**src/rtl/mmul_pkg.sv**
```systemverilog
// rtl/mmul_pkg.sv - shared types and sizing helpers for the matrix-multiply front end
package mmul_pkg;

  typedef enum logic [1:0] {
    LOAD   = 2'd0,
    FULL   = 2'd1,
    STREAM = 2'd2,
    FLUSH  = 2'd3
  } state_e;

  localparam int MMUL_N       = 4;
  localparam int CNT_W        = $clog2(MMUL_N) + 1;
  localparam int FLUSH_CYCLES = MMUL_N;

  function automatic int cnt_width(input int n);
    return $clog2(n) + 1;
  endfunction

  // Zero columns needed for an n-deep skew stage to drain completely.
  function automatic int flush_cycles(input int n);
    return n;
  endfunction

endpackage

```
**src/rtl/activation_column_bank.sv**
```systemverilog
// rtl/activation_column_bank.sv - column register file, one sync write port, one async read port
module activation_column_bank #(
  parameter int DEPTH = 4,
  parameter int WIDTH = 32,
  parameter int AW    = 2
) (
  input  logic             clk_i,
  input  logic             we_i,
  input  logic [AW-1:0]    waddr_i,
  input  logic [WIDTH-1:0] wdata_i,
  input  logic [AW-1:0]    raddr_i,
  output logic [WIDTH-1:0] rdata_o
);

  logic [WIDTH-1:0] mem_q [DEPTH];

  // Storage is deliberately unreset; contents are only read after a full load.
  always_ff @(posedge clk_i) begin
    if (we_i) begin
      mem_q[waddr_i] <= wdata_i;
    end
  end

  assign rdata_o = mem_q[raddr_i];

endmodule

```
**src/rtl/activation_streamer.sv**
```systemverilog
// rtl/activation_streamer.sv - loads an NxN activation tile by columns and replays it, then flushes, into input_buffer
module activation_streamer
  import mmul_pkg::*;
#(
  parameter int N          = MMUL_N,
  parameter int DATA_WIDTH = 8
) (
  input  logic                    clk,
  input  logic                    reset,
  input  logic                    in_valid,
  output logic                    in_ready,
  input  logic [N*DATA_WIDTH-1:0] in_data,
  input  logic                    start,
  output logic                    busy,
  output logic                    done,
  output logic [N*DATA_WIDTH-1:0] stream_data,
  output logic                    stream_enable
);

  localparam int W  = N * DATA_WIDTH;
  localparam int CW = cnt_width(N);
  localparam int AW = (N > 1) ? $clog2(N) : 1;
  localparam logic [CW-1:0] LAST_COL   = CW'(N - 1);
  localparam logic [CW-1:0] LAST_FLUSH = CW'(flush_cycles(N) - 1);
  localparam logic [CW-1:0] ONE        = CW'(1);

  state_e        state_q, state_d;
  logic [CW-1:0] col_cnt_q, col_cnt_d;
  logic [CW-1:0] str_cnt_q, str_cnt_d;
  logic          in_ready_q, in_ready_d;
  logic          busy_q, busy_d;
  logic          done_q, done_d;
  logic          enable_q, enable_d;
  logic [W-1:0]  data_q, data_d;

  logic          bank_we;
  logic [AW-1:0] bank_waddr;
  logic [AW-1:0] bank_raddr;
  logic [W-1:0]  bank_rdata;

  assign bank_we    = in_valid && in_ready_q;
  assign bank_waddr = AW'(col_cnt_q);
  // Look one column ahead while streaming; column 0 is prefetched in FULL.
  assign bank_raddr = (state_q == STREAM && str_cnt_q != LAST_COL) ? AW'(str_cnt_q + ONE) : '0;

  activation_column_bank #(
    .DEPTH (N),
    .WIDTH (W),
    .AW    (AW)
  ) u_bank (
    .clk_i   (clk),
    .we_i    (bank_we),
    .waddr_i (bank_waddr),
    .wdata_i (in_data),
    .raddr_i (bank_raddr),
    .rdata_o (bank_rdata)
  );

  always_comb begin
    state_d    = state_q;
    col_cnt_d  = col_cnt_q;
    str_cnt_d  = str_cnt_q;
    in_ready_d = in_ready_q;
    busy_d     = busy_q;
    done_d     = 1'b0;
    enable_d   = enable_q;
    data_d     = data_q;
    case (state_q)
      LOAD: begin
        if (in_valid && in_ready_q) begin
          if (col_cnt_q == LAST_COL) begin
            state_d    = FULL;
            col_cnt_d  = '0;
            in_ready_d = 1'b0;
          end else begin
            col_cnt_d = col_cnt_q + ONE;
          end
        end
      end
      FULL: begin
        if (start) begin
          state_d   = STREAM;
          str_cnt_d = '0;
          busy_d    = 1'b1;
          enable_d  = 1'b1;
          data_d    = bank_rdata;
        end
      end
      STREAM: begin
        if (str_cnt_q == LAST_COL) begin
          state_d   = FLUSH;
          str_cnt_d = '0;
          data_d    = '0;
          done_d    = (LAST_FLUSH == '0);
        end else begin
          str_cnt_d = str_cnt_q + ONE;
          data_d    = bank_rdata;
        end
      end
      FLUSH: begin
        if (str_cnt_q == LAST_FLUSH) begin
          state_d    = LOAD;
          str_cnt_d  = '0;
          enable_d   = 1'b0;
          busy_d     = 1'b0;
          in_ready_d = 1'b1;
        end else begin
          str_cnt_d = str_cnt_q + ONE;
          done_d    = ((str_cnt_q + ONE) == LAST_FLUSH);
        end
      end
      default: state_d = LOAD;
    endcase
  end

  always_ff @(posedge clk or negedge reset) begin
    if (!reset) begin
      state_q    <= LOAD;
      col_cnt_q  <= '0;
      str_cnt_q  <= '0;
      in_ready_q <= 1'b1;
      busy_q     <= 1'b0;
      done_q     <= 1'b0;
      enable_q   <= 1'b0;
      data_q     <= '0;
    end else begin
      state_q    <= state_d;
      col_cnt_q  <= col_cnt_d;
      str_cnt_q  <= str_cnt_d;
      in_ready_q <= in_ready_d;
      busy_q     <= busy_d;
      done_q     <= done_d;
      enable_q   <= enable_d;
      data_q     <= data_d;
    end
  end

  assign in_ready      = in_ready_q;
  assign busy          = busy_q;
  assign done          = done_q;
  assign stream_enable = enable_q;
  assign stream_data   = data_q;

endmodule

```
**config.mk**
```make
export PLATFORM = sky130hd
export DESIGN_NAME = activation_streamer
export DESIGN_NICKNAME = d
export VERILOG_FILES = /design/src/rtl/mmul_pkg.sv /design/src/rtl/activation_column_bank.sv /design/src/rtl/activation_streamer.sv
export SDC_FILE = /design/constraint.sdc
export NUM_CORES = 1
export LEC_CHECK = 0
export CAP_MARGIN = 30
export CORE_MARGIN = 1
export CORE_UTILIZATION = 57
export DETAILED_ROUTE_END_ITERATION = 8
export GPL_TIMING_DRIVEN = 0
export PLACE_DENSITY = 0.86
export SLEW_MARGIN = 20
export SYNTH_ARGS = -nofsm -noshare
export SYNTH_HDL_FRONTEND = slang
export SYNTH_SLANG_ARGS = --single-unit
```
**constraint.sdc**
```tcl
create_clock -name clk -period 2.65 [get_ports clk]
set_clock_uncertainty 0.1 [all_clocks]
set_input_delay 0.53 -clock clk [delete_from_list [all_inputs] [get_ports clk]]
set_output_delay 0.53 -clock clk [all_outputs]
set_load 0.1 [all_outputs]
```
Fig. 1: wiring by layer
Scale: 2 px per um. Two of the layers only.
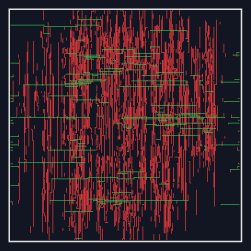
- met2: red (wire length 8690 um)
- met3: green (wire length 1140 um)
gr usage total: 0.272
WL per Instance: 21.8 um
vias: 4820
Detailed Route WL: 16.9 mm

Fig. 2: pin map
Scale: 4 px per um. Pins as bars across the die edge, other pins in gray.
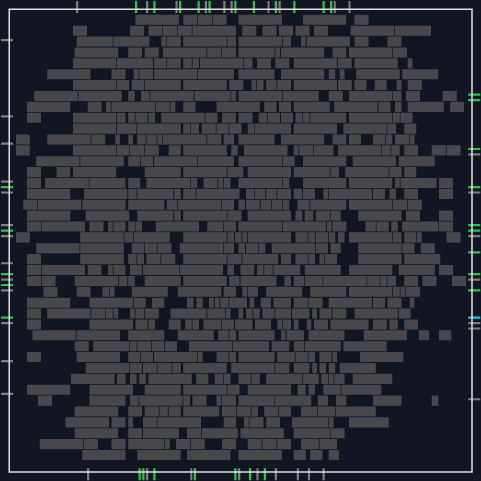
- stream_data: green (pins 32; direction output; edge 11 top, 9 right, 7 bottom, 5 left)
- start: cyan (pins 1; direction input; edge right)
die height: 115 um
Die Width: 115 um
PortBufs: 71

==> run summary <==
Adder share: 0.0222
Vias in the first global route: 4960
Setup TNS: 0 ns
1st-iter DRT viols: 430
Tmin final: 2.62 ns
Pin count of the biggest net entering global routing: 25
Syn nets: 546
Top logic family: AND-OR/OR-AND gates
Nature of the critical path endpoint: primary output
Largest delay share family, worst path: buffers and inverters
Crit path kind: flop to primary output
Yosys simple share: 0.0983
Max-slew violations: 0
CTS clk-pin slew, worst paths: 0.07 ns
Layout cell share with drive strength beyond 1: 0.141
Mux area share: 0.0525
Crit path launch type: flop
Crit path required time: 2.02 ns
Non-clock buffers: 116
Reg2Reg Launch Point: str_cnt_q[0]
Ys cells: 497
Hold-fix buffers, CTS: 0
Max stage delay on crit path: 1.16 ns
Placed insts: 745
Slew @ Worst Pin: 0.998 ns
# Max-Cap Violations: 0
Initial Util: 0.582
Nonclk inv count: 10
CP startpoint: stream_data[22]
Insertion Delay late pin: 0.42 ns
CTS H-tree depth: 4
Largest register by flop count: u_bank.mem_q
Synth Instances: 497
Synthesis area per yosys: 0.00732 mm^2
Mapped Area: 0.00732 mm^2
First-pass GRT wire length: 26.3 mm
Clk sinks: 171
Core area: 0.0126 mm^2
Slowest-stage cell, CP: clkdlybuf4s50_1
# clk buffers: 19
Largest cell class by area: flip-flops and latches
Tcrit/Tclk final: 0.989
Most numerous logic cells after layout: edfxtp_1, clkdlybuf4s50_1, dfrtp_1, o21ai_0
Remaining antenna violation count: 0
Yosys cell types: 36
Area grow syn2layout: 23.3%
Crit path max fanout: 2
GR Overflow Total: 0
Min Hold Slack: 0.00517 ns
Reg2reg path depth: 8
Initial antenna violation count: 0
Crit-path cells: clkdlybuf4s50_1
DP Wirelength: 10.7 mm
Xor+xnor area frac: 0
Top cell excl fill/tap: edfxtp_1
Fillers: 783
Comb area share: 0.236
Slew HR: 0.332
RePlAce Congestion: 0.827
Post-route cell area: 0.00903 mm^2
Final hold vios: 0
Resized Gates After CTS: 9
ClkCell Share: 0.0711
Top Ports: 72
Fmax: 0.382 GHz
Synth Register Bits: 171
Status: finished clean
RSZ-0062 raised after global routing: false
Buf/Inv on CP: 1
Mapped Avg Cell Area: 14.7 um^2
Root Driver: clkbuf_16
R2r setup slk: 0.22 ns
Layout non-clock buf frac: 0.120
R2r endpoint: stream_data[3]
Tap Cells: 172
Register area share after synthesis: 0.672
Min setup slack post-route: 0.0300 ns
Max reg flops: 128
Endpoints failing setup: 0
Crit path arrival time: 1.99 ns
Vias/cell: 6.21
Post-place setup slack: -0.0363 ns
Flops: 171
Placed cell areas: 0.00838 mm^2
DRT Pass-1 Iters: 5
Setup bufs post-CTS: 0
Logic area: 0.00213 mm^2
CTS tree: done
Flop area: 0.00492 mm^2
Worst setup path end: stream_data[22]
Ao+oa area frac: 0.117
Antenna cells: 0
Ys Warns: 0
Layout Nets: 640
Worst-case clock buffer depth: 2
Tool warnings: 35
Logic Gate Count: 275
DIE AREA: 0.0133 mm^2
Worst Hold Class: input pin to async pin
Remaining routing DRC violations: 0
TritonCTS Buffers: 17
WP depth: 1
Fig. 3: placed standard cells
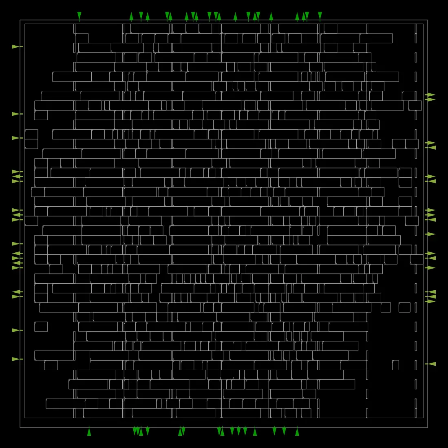
Core Rows: 41
tally of non-filler cells in the final layout: 776
Final Util: 0.718
Seq/total area: 0.545

[routing by layer]
metal | wire (um) | global-route usage | vias up
li1 | - | - | 2125
met1 | 6680 | 0.347 | 2413
met2 | 8690 | 0.456 | 246
met3 | 1140 | 0.0522 | 36
met4 | 388 | 0.119 | 0
met5 | 0 | 0 | -
[synthesized netlist by cell type]
| library cell | count | area [um^2] |
|---|---|---|
| o21ba_1 | 1 | 10.0 |
| mux2_2 | 3 | 33.8 |
| buf_4 | 11 | 82.6 |
| a32o_1 | 31 | 310 |
| o2bb2ai_1 | 31 | 272 |
| dfstp_2 | 1 | 26.3 |
| buf_2 | 20 | 100 |
| a22o_1 | 1 | 8.76 |
| o31ai_1 | 2 | 15.0 |
| clkbuf_1 | 7 | 26.3 |
| or3b_1 | 1 | 8.76 |
| o21ai_0 | 36 | 180 |
| edfxtp_1 | 128 | 3840 |
| a21oi_1 | 1 | 5.00 |
| ha_1 | 13 | 163 |
| a41oi_1 | 1 | 8.76 |
| mux2i_1 | 35 | 350 |
| nand4b_1 | 1 | 8.76 |
| and4_1 | 1 | 8.76 |
| nor2b_2 | 1 | 8.76 |
| nand2_1 | 35 | 131 |
| nor3b_2 | 1 | 12.5 |
| a31oi_1 | 1 | 6.26 |
| and3b_1 | 1 | 8.76 |
| inv_1 | 10 | 37.5 |
| a211oi_2 | 1 | 12.5 |
| nand3_1 | 2 | 10.0 |
| nand2b_1 | 2 | 12.5 |
| nor2_1 | 1 | 3.75 |
| nor4b_1 | 32 | 280 |
| buf_6 | 3 | 33.8 |
| dfrtp_1 | 42 | 1050 |
| a221o_1 | 1 | 10.0 |
| and3_1 | 4 | 25.0 |
| o21ai_1 | 3 | 15.0 |
| nor2b_1 | 32 | 200 |
